## src/rtl/water_level_encoder.sv

```systemverilog
// ---------------------------------------------------------------------------
// water_level_encoder
//
// Turns three asynchronous tank probes into a debounced 2-bit level code
// for a 7-segment level decoder. It also flags probe faults: an accepted
// pattern that is not a thermometer code (for example a high probe wet
// while the mid probe is dry).
//
// Ports
//   clk      : single clock; all state changes on the rising edge
//   reset_n  : asynchronous, active-low reset
//   S_Low    : low-level probe, active-high, asynchronous to clk
//   S_Mid    : mid-level probe, active-high, asynchronous to clk
//   S_High   : high-level probe, active-high, asynchronous to clk
//   Bit1     : MSB of the accepted level code (registered)
//   Bit0     : LSB of the accepted level code (registered)
//   Error    : 1 while the last accepted pattern was not a thermometer code
//   Update   : one-cycle strobe after a commit that changed {Bit1,Bit0}
//
// Parameter
//   DEBOUNCE_CYCLES : number of consecutive synchronized clocks a new probe
//                     pattern must hold before it is accepted (2..255)
// ---------------------------------------------------------------------------
module water_level_encoder #(
    parameter int unsigned DEBOUNCE_CYCLES = 4
) (
    input  logic clk,
    input  logic reset_n,
    input  logic S_Low,
    input  logic S_Mid,
    input  logic S_High,
    output logic Bit1,
    output logic Bit0,
    output logic Error,
    output logic Update
);

    // The counter value at which a matching sample completes the debounce.
    // The counter is already 1 on the first sample of a new pattern, so the
    // DEBOUNCE_CYCLES-th consecutive sample is the one that sees CNT_LAST.
    localparam logic [7:0] CNT_LAST = 8'(DEBOUNCE_CYCLES - 1);

    typedef enum logic [1:0] {
        STABLE = 2'd0,
        SETTLE = 2'd1,
        FAULT  = 2'd2
    } state_t;

    // Probe pattern ordering throughout: {S_High, S_Mid, S_Low}.
    logic [2:0] sync_meta;
    logic [2:0] sync_p;

    state_t     state;
    state_t     state_n;
    logic [2:0] acc;
    logic [2:0] acc_n;
    logic [2:0] cand;
    logic [2:0] cand_n;
    logic [7:0] cnt;
    logic [7:0] cnt_n;
    logic [1:0] code;
    logic [1:0] code_n;
    logic       error_n;
    logic       update_n;

    // Thermometer patterns are the only physically consistent probe states.
    function automatic logic pattern_valid(input logic [2:0] p);
        case (p)
            3'b000, 3'b001, 3'b011, 3'b111: return 1'b1;
            default:                        return 1'b0;
        endcase
    endfunction

    function automatic logic [1:0] pattern_code(input logic [2:0] p);
        case (p)
            3'b001:  return 2'b01;
            3'b011:  return 2'b10;
            3'b111:  return 2'b11;
            default: return 2'b00;
        endcase
    endfunction

    // -----------------------------------------------------------------------
    // Two-flop synchronizer on every probe
    // -----------------------------------------------------------------------
    always_ff @(posedge clk or negedge reset_n) begin
        if (!reset_n) begin
            sync_meta <= '0;
            sync_p    <= '0;
        end else begin
            sync_meta <= {S_High, S_Mid, S_Low};
            sync_p    <= sync_meta;
        end
    end

    // -----------------------------------------------------------------------
    // State and datapath registers
    // -----------------------------------------------------------------------
    always_ff @(posedge clk or negedge reset_n) begin
        if (!reset_n) begin
            state  <= STABLE;
            acc    <= '0;
            cand   <= '0;
            cnt    <= '0;
            code   <= '0;
            Error  <= 1'b0;
            Update <= 1'b0;
        end else begin
            state  <= state_n;
            acc    <= acc_n;
            cand   <= cand_n;
            cnt    <= cnt_n;
            code   <= code_n;
            Error  <= error_n;
            Update <= update_n;
        end
    end

    // -----------------------------------------------------------------------
    // Next-state and output logic
    // -----------------------------------------------------------------------
    always_comb begin
        state_n  = state;
        acc_n    = acc;
        cand_n   = cand;
        cnt_n    = cnt;
        code_n   = code;
        error_n  = Error;
        update_n = 1'b0;

        case (state)
            // STABLE and FAULT behave alike; they differ only in the Error
            // flag, which is simply held here.
            STABLE, FAULT: begin
                if (sync_p != acc) begin
                    cand_n  = sync_p;
                    cnt_n   = 8'd1;
                    state_n = SETTLE;
                end else begin
                    cnt_n = '0;
                end
            end

            SETTLE: begin
                if (sync_p != cand) begin
                    if (sync_p == acc) begin
                        // Glitch ended: go back without touching the outputs.
                        cnt_n   = '0;
                        state_n = Error ? FAULT : STABLE;
                    end else begin
                        // A different new pattern: restart the debounce on it.
                        cand_n = sync_p;
                        cnt_n  = 8'd1;
                    end
                end else if (cnt == CNT_LAST) begin
                    acc_n = cand;
                    cnt_n = '0;
                    if (pattern_valid(cand)) begin
                        code_n   = pattern_code(cand);
                        error_n  = 1'b0;
                        update_n = (pattern_code(cand) != code);
                        state_n  = STABLE;
                    end else begin
                        // Probe fault: keep the last good level on display.
                        error_n = 1'b1;
                        state_n = FAULT;
                    end
                end else begin
                    cnt_n = cnt + 8'd1;
                end
            end

            default: begin
                state_n = STABLE;
                cnt_n   = '0;
            end
        endcase
    end

    assign Bit1 = code[1];
    assign Bit0 = code[0];

endmodule

```

## config.mk

```make
export PLATFORM = sky130hd
export DESIGN_NAME = water_level_encoder
export DESIGN_NICKNAME = d
export VERILOG_FILES = /design/src/rtl/water_level_encoder.sv
export SDC_FILE = /design/constraint.sdc
export NUM_CORES = 1
export LEC_CHECK = 0
export CAP_MARGIN = 20
export CORE_AREA = 8 8 53 55
export DETAILED_ROUTE_END_ITERATION = 10
export DIE_AREA = 0 0 61 63
export GPL_ROUTABILITY_DRIVEN = 0
export PLACE_DENSITY = 0.8
export SYNTH_ARGS = -nofsm -noshare
export SYNTH_HDL_FRONTEND = slang
export SYNTH_SLANG_ARGS = --single-unit
```

## constraint.sdc

```tcl
create_clock -name clk -period 3.1 [get_ports clk]
set_input_delay 0.62 -clock clk [delete_from_list [all_inputs] [get_ports clk]]
set_output_delay 0.62 -clock clk [all_outputs]
set_load 0.005 [all_outputs]
```

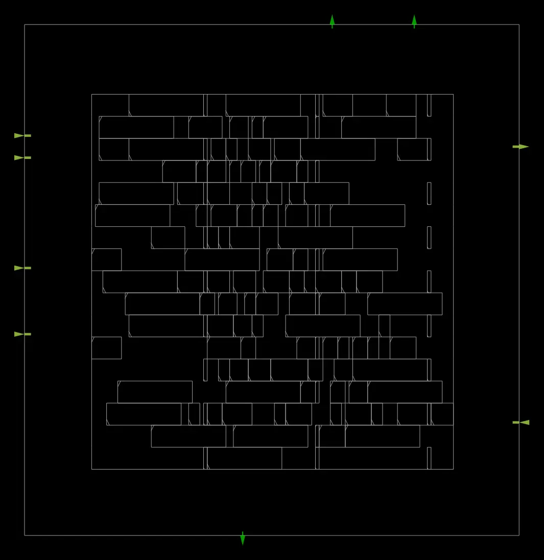
placed.png
core footprint: 2060 µm²
fill count: 178
final non-filler cell total: 141
Tapcell Cnt: 28

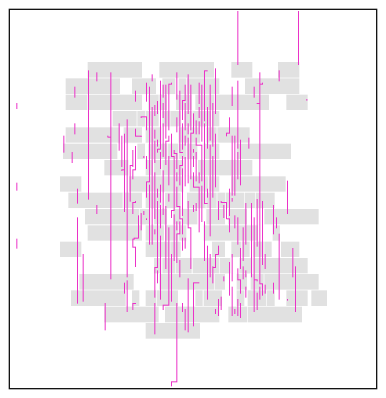
m2.png
Scale: 6 px per µm.
share of all routed wire	50%
longest straight run	35.2 µm
main direction	vertical
wire length on this layer	1,040 µm
nets with wire on the layer	106

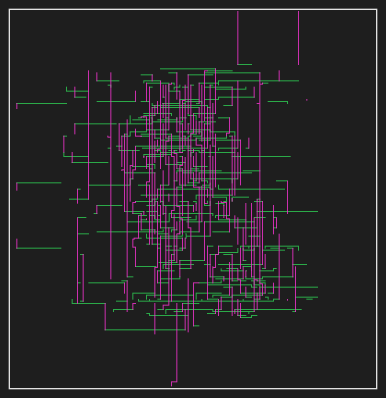
layers.png
Scale: 6 px per µm. Only two layers are drawn.
colour	layer	wire length
green	M1	890 µm
magenta	M2	1,040 µm

==> flow_summary.yaml <==
# physical design summary
final_timing:
  drv_slew: 0
  slew_headroom_pct: 74.0
  final.setup.worst_slack_ns: 1.03
  clock.fmax_mhz: 483
  worst_pin_slew_ns: 0.387
global_routing:
  grt_pass1_vias: 853
  grt_usage_pct: 12.4
  grt_overflow_total: 0
logic_synthesis:
  top_area_cell: "dfrtp_1"
  yosysWarnings: 0
  postSynthAreaPerCell_um2: 11.1
  floorplan.nets: 110
  ys_seq_elements: 26
  netlist_area_um2: 1160
floorplan:
  num_rows: 17
  die_h_um: 63
  floorplanUtilization_pct: 56.2
  die_w_um: 61
critical_path:
  critical_path.max_stage_delay_ns: 0.65
  cp_num_cells: 4
  critPathBufInv: 0
  crit_chain: "xor2_1, or4b_1, or2_4, mux2_4"
  cp_data_required_time_ns: 3.33
  worst-setup-path-type: "reg2reg"
clocking:
  cts_resized: 0
  cts-htree-levels: 1
placement:
  dp_cells: 138
finish:
  drive_above_1_share_pct: 8.85
run:
  warning_count: 26
  maxCapViolCount: 0
drt:
  drc: 0
  via_per_inst: 5.85
  ant_nets: 0
power_and_ir_drop:
  pwr_density_cell_nw_per_um2: 721
  vdd_ir_drop_max_uv: 472
worst_hold_path:
  min_path_cells: 0
run_status:
  status: "complete, no violations"
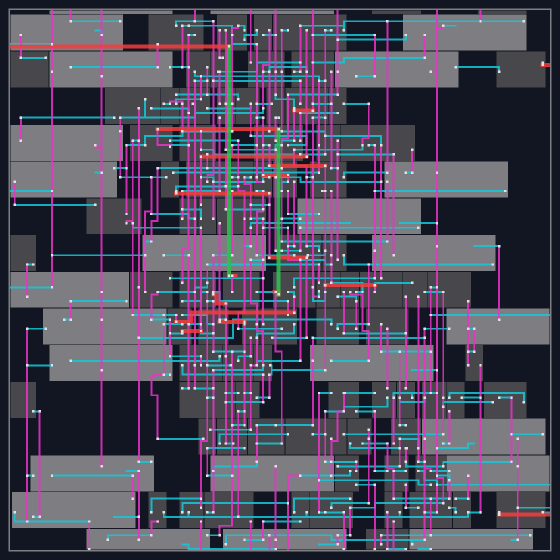
closeup.png
Window x 10 to 50, y 12 to 52 µm. Cells in grey, sequential cells in the stronger grey; small squares are vias.
colour	layer
magenta	M2
cyan	M1
red	M3
green	M4
most frequent	dfrtp_1 (23), nor2_1 (13), xor2_1 (11)
cells with their middle in the window	107
sequential cells in the window	23
netlist names of flops here include	`cnt` (7), `cand` (3), `sync_meta` (3)

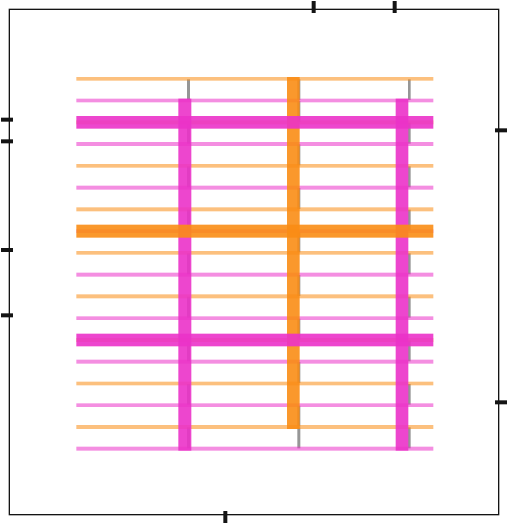
floorplan.png
Scale: 8 px per µm. Pins as bars on the die edge. Tap cells in grey.
colour	net
magenta	VSS
orange	VDD
signal pins	9
met4 straps	3
rows	17
met5 straps	3
tap cells	28

synth_stat cells:
cell type and n:
a31oi_1 1, mux2_1 1, a21o_1 2, nor2b_1 1, a2111oi_2 1, o41ai_1 1
or2_4 1, a22o_1 1, xor2_1 11, o21ai_1 2, or4b_1 1, o22ai_1 1
mux2_4 1, dfrtp_1 26, nand2_1 4, ha_1 1, nor3_1 3, and3_1 3
inv_1 4, nand3_1 8, nor2_1 13, o21ai_0 4, buf_2 2, o31ai_1 2
mux2_2 3, a21oi_1 1, nor4_1 1, xnor2_1 1, a2bb2oi_1 1, nand2b_1 1
buf_6 1
worst paths after layout:
| check | from | slack [ns] | to |
|---|---|---|---|
| hold reg to reg | sync_meta[0] | 0.37 | sync_p[0] |
| setup / recovery | cand[0] | 1.03 | acc[2] |
| max in group asynchronous | reset_n | 2.22 | cnt[1] |
| min in group asynchronous | reset_n | 0.64 | acc[1] |
| setup reg to reg | cand[0] | 1.03 | acc[2] |
| hold / removal | sync_meta[0] | 0.37 | sync_p[0] |
metal layers:
metal / routed length (µm) / GRT usage [%] / part of all wire [%] / vias to the layer above
met5: 0 / 0 / 0 / -
met4: 29 / 6.71 / 1.4 / 0
met3: 105 / 3.50 / 5.1 / 4
met2: 1040 / 19.7 / 50 / 30
met1: 889 / 14.2 / 43 / 414
li1: - / - / - / 377
report_power, final:
part	internal [mW]	total (mW)	switching, mW
registers	0.404	0.486	0.0818
clock network	0.0456	0.143	0.0975
logic	0.137	0.296	0.159
final cells by class:
cell class | count | area share, %
sequential | 26 | 50.7
multi-input combinational | 71 | 36.8
timing repair buffer | 9 | 6.83
tap | 28 | 2.73
clock buffer | 3 | 1.76
inverter | 4 | 1.17
flip-flops by register name, indices dropped and copies added, names as in the netlist:
| name | flops |
|---|---|
| cnt | 8 |
| cand | 3 |
| sync_meta | 3 |
| code | 2 |
| state | 2 |
| acc | 3 |
| sync_p | 3 |
| Error | 1 |
| Update | 1 |
worst reg2reg max path, delay by kind of cell (launching register included):
| family | cells | cell delay, ns |
|---|---|---|
| DFF | 1 | 0.48 |
| xor gates and xnor gates | 1 | 0.23 |
| and+or+nand+nor | 2 | 0.97 |
| muxes | 1 | 0.30 |
logic make-up after synthesis:
| family | after synthesis | share of synthesized area [%] |
|---|---|---|
| and+or+nand+nor | 36 | 15.1 |
| DFF | 26 | 56.2 |
| AOI/OAI and AO/OA | 17 | 10.3 |
| xor gates and xnor gates | 12 | 9.07 |
| buffers and inverters | 7 | 3.13 |
| muxes | 5 | 5.18 |
| adders and majority gates | 1 | 1.08 |
